<file path="config.mk">
export PLATFORM = sky130hd
export DESIGN_NAME = instr_fetch_unit
export DESIGN_NICKNAME = d
export VERILOG_FILES = /design/src/rtl/instr_fetch_unit.sv
export SDC_FILE = /design/constraint.sdc
export NUM_CORES = 1
export LEC_CHECK = 0
export CORE_MARGIN = 2
export CORE_UTILIZATION = 46
export CTS_CLUSTER_SIZE = 14
export DETAILED_ROUTE_END_ITERATION = 16
export PLACE_DENSITY_LB_ADDON = 0.2
export SYNTH_ARGS = -nofsm -noshare
export SYNTH_HDL_FRONTEND = slang
export SYNTH_SLANG_ARGS = --single-unit
</file>
<file path="constraint.sdc">
create_clock -name i_clk -period 2 [get_ports i_clk]
set_input_delay 0.3 -clock i_clk [delete_from_list [all_inputs] [get_ports i_clk]]
set_output_delay 0.3 -clock i_clk [all_outputs]
set_load 0.02 [all_outputs]
</file>
<file path="src/rtl/instr_fetch_unit.sv">
// -----------------------------------------------------------------------------
// instr_fetch_unit
//
// Front-end fetch stage of the 16-bit CPU. Owns the PC, fetches each
// big-endian instruction as two byte reads ({mem[pc], mem[pc+1]}) over a
// byte-wide req/gnt/rvalid port, and hands the assembled word to decode
// through a valid/ready handshake. Downstream redirects (branch/jump)
// override sequential pc+2 fetch and have priority in every state.
//
// Parameters
//   RESET_PC       PC loaded on reset (first instruction address)
//
// Ports
//   i_clk          rising-edge clock
//   i_rst_n        asynchronous active-low reset
//   o_mem_req      byte read request, held until i_mem_gnt
//   o_mem_addr     byte address, stable while o_mem_req=1
//   i_mem_gnt      request accepted this cycle
//   i_mem_rvalid   read byte valid (earliest the cycle after the grant)
//   i_mem_rdata    read byte
//   o_instr_valid  o_instr / o_instr_pc valid for downstream
//   i_instr_ready  downstream accepts the instruction
//   o_instr        assembled instruction {hi_byte, lo_byte}
//   o_instr_pc     address of o_instr (hi byte address)
//   i_redirect     one-cycle request to restart fetch at i_redirect_pc
//   i_redirect_pc  redirect target
//   o_misalign     one-cycle pulse: an odd redirect target was forced even
// -----------------------------------------------------------------------------
module instr_fetch_unit #(
    parameter logic [15:0] RESET_PC = 16'd10
) (
    input  logic        i_clk,
    input  logic        i_rst_n,
    output logic        o_mem_req,
    output logic [15:0] o_mem_addr,
    input  logic        i_mem_gnt,
    input  logic        i_mem_rvalid,
    input  logic [7:0]  i_mem_rdata,
    output logic        o_instr_valid,
    input  logic        i_instr_ready,
    output logic [15:0] o_instr,
    output logic [15:0] o_instr_pc,
    input  logic        i_redirect,
    input  logic [15:0] i_redirect_pc,
    output logic        o_misalign
);

    typedef enum logic [2:0] {
        StReqHi,
        StWaitHi,
        StReqLo,
        StWaitLo,
        StValid,
        StDrain
    } state_t;

    state_t      r_state;
    logic [15:0] r_pc;
    logic        r_mem_req;
    logic [15:0] r_mem_addr;
    logic [7:0]  r_hi;
    logic        r_instr_valid;
    logic [15:0] r_instr;
    logic [15:0] r_instr_pc;
    logic        r_misalign;

    logic        w_mem_hs;
    logic [15:0] w_target;
    logic [15:0] w_pc_plus1;
    logic [15:0] w_pc_plus2;

    // A handshake only exists while a request is actually being presented;
    // right after reset the FSM sits in StReqHi with o_mem_req still low.
    assign w_mem_hs   = r_mem_req & i_mem_gnt;
    // Instructions are 2-byte aligned, so the target LSB is simply dropped.
    assign w_target   = {i_redirect_pc[15:1], 1'b0};
    assign w_pc_plus1 = r_pc + 16'd1;
    assign w_pc_plus2 = r_pc + 16'd2;

    always_ff @(posedge i_clk or negedge i_rst_n) begin
        if (!i_rst_n) begin
            r_state       <= StReqHi;
            r_pc          <= RESET_PC;
            r_mem_req     <= 1'b0;
            r_mem_addr    <= RESET_PC;
            r_hi          <= 8'h00;
            r_instr_valid <= 1'b0;
            r_instr       <= 16'h0000;
            r_instr_pc    <= RESET_PC;
            r_misalign    <= 1'b0;
        end else begin
            r_misalign <= 1'b0;
            if (i_redirect) begin
                r_pc          <= w_target;
                r_misalign    <= i_redirect_pc[0];
                r_instr_valid <= 1'b0;
                case (r_state)
                    StReqHi, StReqLo: begin
                        if (w_mem_hs) begin
                            // Request already accepted: its byte must be absorbed.
                            r_state   <= StDrain;
                            r_mem_req <= 1'b0;
                        end else begin
                            // No handshake yet, so the request can be withdrawn.
                            r_state    <= StReqHi;
                            r_mem_req  <= 1'b1;
                            r_mem_addr <= w_target;
                        end
                    end
                    StWaitHi, StWaitLo, StDrain: begin
                        if (i_mem_rvalid) begin
                            // In-flight byte lands now and is dropped.
                            r_state    <= StReqHi;
                            r_mem_req  <= 1'b1;
                            r_mem_addr <= w_target;
                        end else begin
                            r_state   <= StDrain;
                            r_mem_req <= 1'b0;
                        end
                    end
                    default: begin
                        // StValid: a simultaneous ready consumes the word, but the
                        // redirect target still wins over pc+2.
                        r_state    <= StReqHi;
                        r_mem_req  <= 1'b1;
                        r_mem_addr <= w_target;
                    end
                endcase
            end else begin
                case (r_state)
                    StReqHi: begin
                        if (w_mem_hs) begin
                            r_state   <= StWaitHi;
                            r_mem_req <= 1'b0;
                        end else begin
                            r_mem_req  <= 1'b1;
                            r_mem_addr <= r_pc;
                        end
                    end
                    StWaitHi: begin
                        if (i_mem_rvalid) begin
                            r_hi       <= i_mem_rdata;
                            r_state    <= StReqLo;
                            r_mem_req  <= 1'b1;
                            r_mem_addr <= w_pc_plus1;
                        end
                    end
                    StReqLo: begin
                        if (w_mem_hs) begin
                            r_state   <= StWaitLo;
                            r_mem_req <= 1'b0;
                        end
                    end
                    StWaitLo: begin
                        if (i_mem_rvalid) begin
                            r_instr       <= {r_hi, i_mem_rdata};
                            r_instr_pc    <= r_pc;
                            r_instr_valid <= 1'b1;
                            r_state       <= StValid;
                        end
                    end
                    StValid: begin
                        // Back-pressure: nothing is requested until downstream takes it.
                        if (i_instr_ready) begin
                            r_instr_valid <= 1'b0;
                            r_pc          <= w_pc_plus2;
                            r_state       <= StReqHi;
                            r_mem_req     <= 1'b1;
                            r_mem_addr    <= w_pc_plus2;
                        end
                    end
                    StDrain: begin
                        // pc already holds the redirect target.
                        if (i_mem_rvalid) begin
                            r_state    <= StReqHi;
                            r_mem_req  <= 1'b1;
                            r_mem_addr <= r_pc;
                        end
                    end
                    default: begin
                        r_state   <= StReqHi;
                        r_mem_req <= 1'b0;
                    end
                endcase
            end
        end
    end

    assign o_mem_req     = r_mem_req;
    assign o_mem_addr    = r_mem_addr;
    assign o_instr_valid = r_instr_valid;
    assign o_instr       = r_instr;
    assign o_instr_pc    = r_instr_pc;
    assign o_misalign    = r_misalign;

endmodule

</file>
==> images/metal_stack.png <==
(6 px per micron) Only two layers are drawn.
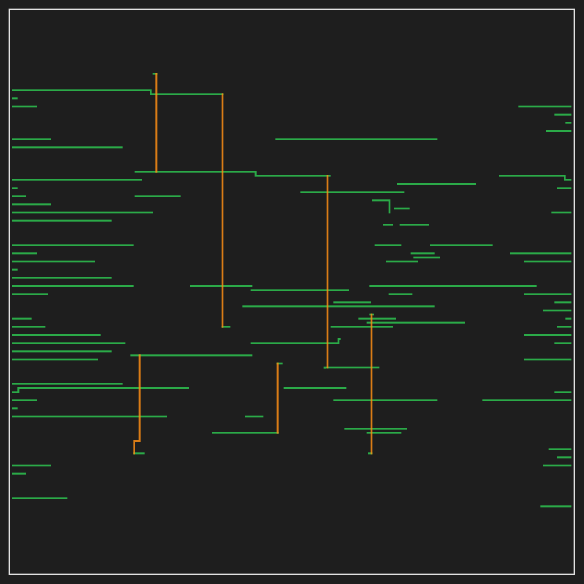
Key: green = met3 [wire length 868 microns]; orange = met4 [wire length 139 microns]
all-layer global routing usage: 22.34%
Detailed Route WL: 9169 microns
average routed wire per standard cell: 17.07 microns
via total after detailed routing: 3000

==> images/port_nets.png <==
(4 px per micron)
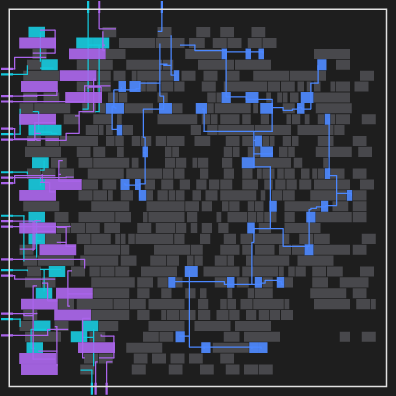
Key: cyan = i_mem_rdata [bits 8, direction input, edge 6 left, 1 bottom, 1 top, end cells 16, wire 163 microns]; blue = i_redirect [bits 1, direction input, edge top, end cells 40, wire 383 microns]; purple = o_instr [bits 16, direction output, edge 13 left, 2 bottom, 1 top, end cells 16, wire 418 microns]
ports placed on the boundary: 81
IO buf count: 79

==> images/zoom.png <==
Region (60, 60) to (80, 80) microns. Cells in grey, sequential cells in the stronger grey; small squares are vias.
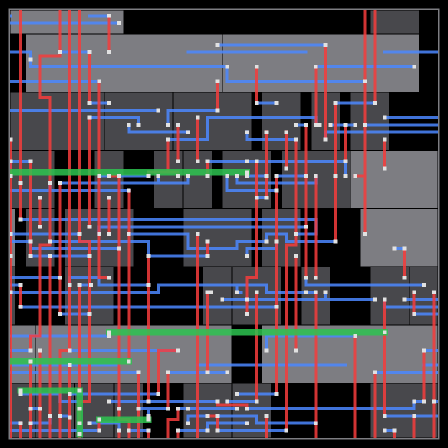
Key: red = met2; green = met3; blue = met1
Netlist names of flops here include r_pc (3), o_mem_addr (1). Most frequent: nand2_1 (6), o21ai_0 (4), dfrtp_1 (4). 31 logic cells have their middle in the window. Sequential cells in the window: 4.

==> run summary <==
Notes on the flow outputs.

- The flow ran to the end, and the final reports show no timing, DRC or antenna violations.
- The largest part of the power goes to combinational logic.
- For the worst setup path, the data arrival time is 2.16 ns.
- On the critical path, the stage with the largest delay is an instance of dfstp_2.
- Across all stage logs, warnings added up to 26.
- In the synthesized netlist the async set-or-reset flop fraction comes to 100.0%.
- The largest family of logic cells by area reads simple AND/OR/NAND/NOR gates.
- After synthesis, the chip area reported by Yosys is 3721 sq um.
- The fraction of the cycle the final worst path needs reads between 90% and 100%.
- The number of non-clock inverters is 5.
- The total of fill cells in the finished design reads 647.
- The total inserted antenna cells reads 0.
- The cell with the most instances after synthesis is dfrtp_1.
- The number of antenna-violating nets in the routed design reads 0.
- The buffer cell driving the clock tree root reads clkbuf_8.
- The H-tree level count is 3.
- The worst register-to-register path has a setup slack of ~0.074 ns.
- The number of placed instances, taps included, is 520.
- Summed over all nets, wire length on met3 after detailed routing comes to 867 microns.
- The per-instance average area after synthesis is ~11 sq um.
- Per the power-grid run, VDD falls by no more than 0.8669 mV.
- The final-report hold violation count reads 0.
- The post-route cell area reads 5064 sq um.
- The launching instance or port of the critical path is r_pc[1]$_DFFE_PN1N_.
- The post-synthesis cell count from yosys is approximately 330.
- The combinational gate count is between 200 and 250.
- The overall power of the completed layout is just under 7000 uW.
- The portion of total power attributed to combinational logic is 44.5%.
- The layout buffering overhead excluding clock cells reads 21.69%.
- The worst clock skew on the final layout is 0.006691 ns.
- The die boundary height reads 93.94 microns.
- The CTS tree is built.
- The effective utilization at floorplan reads 47.91%.
- Across the placement rows, the number of tap cells is 102.
- The number of buffers other than clock buffers in the final layout is approximately 120.
- The routability-driven placement congestion ratio is 0.8530.
- The combinational gate area reads 1687 sq um.
- The switching power share of the total is 35.34%.
- The number of enable-type register cells in the synthesized netlist is 0.
- Summed over all failing endpoints, the final setup total negative slack is 0 ns.
- The number of sinks driven by the clock tree reads 76.
- The share of layout cells above drive strength 1 is 25.29%.
- Entering global routing, the biggest net connects 47 pins.
- In the Yosys stats the netlist draws on 54 distinct library cells.
- The power in combinational cells is 3010 uW.
- The fraction of the yosys area taken by sequential cells is about half.
- The clock input transition at the sequential cells of the worst setup and hold paths is 0.09 ns.
- The critical path crosses 6 cells after its start point.
- The capturing element of the worst setup path is o_mem_addr[13]$_DFFE_PN0P_.
- The internal power of the cells totals 4368 uW.
- After layout the clock buffers and inverters come to 4.398% of cell area.
- The cell count after synthesis came out at between 300 and 400.
- The area taken by flip-flops and latches reads 1909 sq um.
- The average via count per standard cell is 5.587.
- The detailed-route DRC error count reads 0.
- The startpoint of the lowest-slack register-to-register path reads r_pc[1]$_DFFE_PN1N_.
- In this run the horizontal extent of the chip is 93.94 microns.
- The minimum hold slack is 0.4310 ns.
- After synthesis the netlist holds a flip-flop and latch count of 76.
- Setup repair after global routing left no endpoint under its margin.
- After detailed placement, the total cell area comes to about 4800 sq um.
- The final layout contains 461 nets.
- The part of the total power dissipated in sequential elements reads roughly 36%.
- After layout, the minimum clock period comes to approximately 1.9 ns.
- In this run the layout overhead on the synthesized area is reported as 36.08%.
- The synthesized area is between 3000 and 4000 sq um.
- The highest achievable clock rate reads 519.1 MHz.
- The cell family contributing the most delay on the critical path is simple AND/OR/NAND/NOR gates.
- The analysis attributes to net switching a power of 2387 uW.
- The total overflow reported by the global router is 0.
- The largest fanout on the critical path is 3.
- The parity-gate share of the synthesized area counting xor and xnor cells reads 3.295%.
- Sequential cells make up 37.71% of the cell area.
- The critical path start-end classification is register to register.
- Per STA, the worst path is made up of ha_4 -> nand3_2 -> buf_4 -> or3_4 -> and3_1 -> o32a_1.
- The final report lists a non-filler cell total of 537.
- The setup violation total in the final timing report reads 0.
- The number of rows in the core area is 32.
- In this run the standard cell core region covers 7767 sq um.
- In the synthesized netlist, the cells that appear most often are dfrtp_1 (70), mux2_2 (41), nand2_1 (26).
- The number of antenna violations at the first check in global routing came to 0.
- The post-synthesis mux area share reads 12.95%.
- The leakage power reads 0.002143 uW.
- The type of the worst min-delay path is input pin to async pin.
- The first detailed-routing pass ran for 4 iterations.
- In the post-synthesis netlist, the biggest area contributors are dfrtp_1 (47%), mux2_2 (12%), dfstp_2 (4.2%).
- The final report gives the core utilization as 65.19%.
- For the worst setup path, the data required time is 2.23 ns.
- The critical path capture point type reads a register.
- The max-slew violation count is 0.
- The total of warnings raised by yosys is 0.
- The topmost layer with routed signal wires reads met4.
- The main flop type reads dfrtp_1.
- In this run the power density over the cells is roughly 1300 nW/um^2.
- The worst setup timing slack at the placement stage reads -0.01532 ns.
- Clock tree synthesis inserted a total of 9 buffers.
- Logic depth along the worst register-to-register path is recorded as 6.
- The half-perimeter wire length of the detailed placement result is 6407 microns.
- The met1 wire length is between 3000 and 4000 microns.
- The largest stage delay on the critical path is 0.56 ns.
- The buffer and inverter count on the worst path is 1.
- The first routing iteration left 182 violations.
- The final worst setup slack reads between 0.07 and 0.08 ns.
- The multi-input gate share of total cell area reads approximately a third.
- The share of synthesized area in the top cell type comes to between 40% and 50%.
- The share of total power dissipated in the clock network is 19.2%.
- The number of clock-tree buffers in the layout is 9.
- The sequential-cell power consumption is 2450 uW.
- The leading cell category by total area is registers.
- The share of synthesized cell area in and-or and or-and compound cells is between 10% and 20%.
- The number of maximum-capacitance violations recorded for the run is 0.
- The cell type that accounts for the most area after synthesis is dfrtp_1.
- The first-pass GRT wire length is 15210 microns.
- The detailed route wirelength on metal2 is around 4200 microns.
- The clock passes through at most 2 buffers.
- The number of nets at floorplan reads 360.
- The die covers 8825 sq um.
- The capture point of the worst register-to-register path is recorded as o_mem_addr[13]$_DFFE_PN0P_.
- The via count of the first global-routing pass reads 3032.
- The worst setup path is launched from a register.
- The share of synthesized cell area in and, or, nand and nor gates reads 16.88%.
- Summing the areas of all fa, ha and maj instances in the mapped netlist gives 0.3362% of the synthesized area.
==> images/met2.png <==
(4 px per micron)
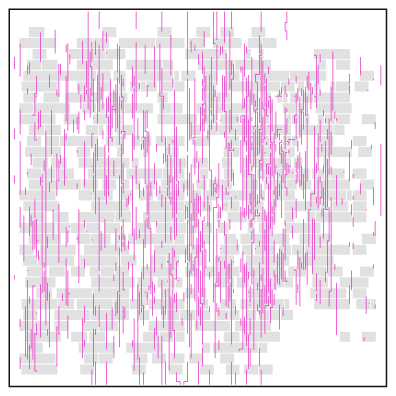
The wires run mostly vertical. The longest straight run is 48.6 microns. The layer holds 46% of the routed length. The layer carries 4230 microns of wire. 414 nets have wire on it.

==> images/final_clocks.png <==
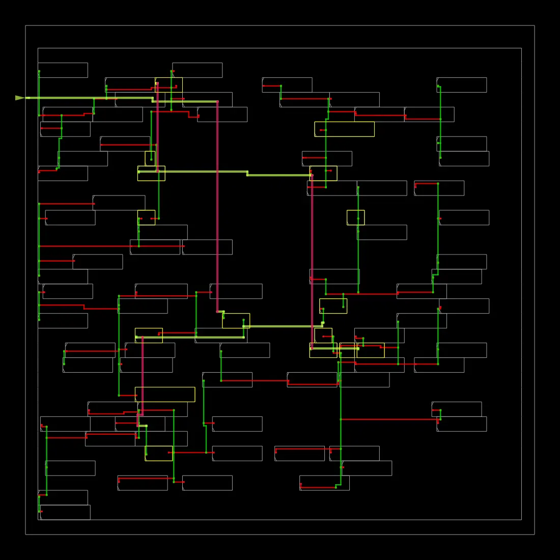
clk_lat worst skew: 0.35 ns
Clock group: 1300 uW
seq_cells: 76

==> worst reg2reg max path, stage by stage (launching register included) <==
cell and delay [ns]:
dfstp_2 0.56, ha_4 0.14, nand3_2 0.09, buf_4 0.15
or3_4 0.36, and3_1 0.18, o32a_1 0.33
==> what timing repair did <==
item / CTS / global route
setup endpoints to repair: 1 / 3
hold endpoints to repair: 27 / 0
hold buffers: 1 / 0
cloned: 0 / 0
pin swaps: 0 / 0
resized: 1 / 3
setup buffers: 0 / 0
==> cells in the final DEF, fill, tap and decap left out, drive strengths merged, types with 3 or more instances in the layout <==
cell type      synthesis  layout
o32a                   3       3
o31a                   5       5
xnor2                 12      12
nor2                   8       8
nand2b                 8       8
mux2                  41      41
o21ai                 11      11
inv                    5       6
o21a                   3       3
or4                    3       3
nand2                 26      26
a21boi                 7       7
clkbuf                 5       9
buf                   20      36
nor3                  14      14
and3                   3       3
clkinv                 0       3
or3                    4       4
dfstp                  6       6
nor4                  11      11
o2bb2ai                6       6
nand4                  7       7
a21oi                  5       5
nand3                 13      13
dfrtp                 70      70
clkdlybuf4s50          0      78
o2111ai                4       4
nor3b                  3       3
==> metal layers <==
metal	GRT usage, %	up-vias
li1	-	1400
met3	7.624	13
met5	0	-
met1	29.56	1458
met4	7.126	0
met2	34.64	129
==> registers in the layout, indices dropped and copies added, names as in the netlist <==
signal,flops
o_instr_valid,1
o_instr_pc,15
o_mem_addr,16
r_hi,8
o_instr,16
o_misalign,1
r_pc,15
r_state,3
o_mem_req,1
==> cell families (layout without fill, tap and decap cells) <==
group                      after synthesis  in the layout
buffers and inverters                   30            136
other                                    1              1
muxes                                   43             43
and+or+nand+nor                        108            108
AOI/OAI and AO/OA                       56             56
adders and majority gates                1              1
DFF                                     76             76
xor gates and xnor gates                14             14
Power is estimated from default activity; no workload was simulated.
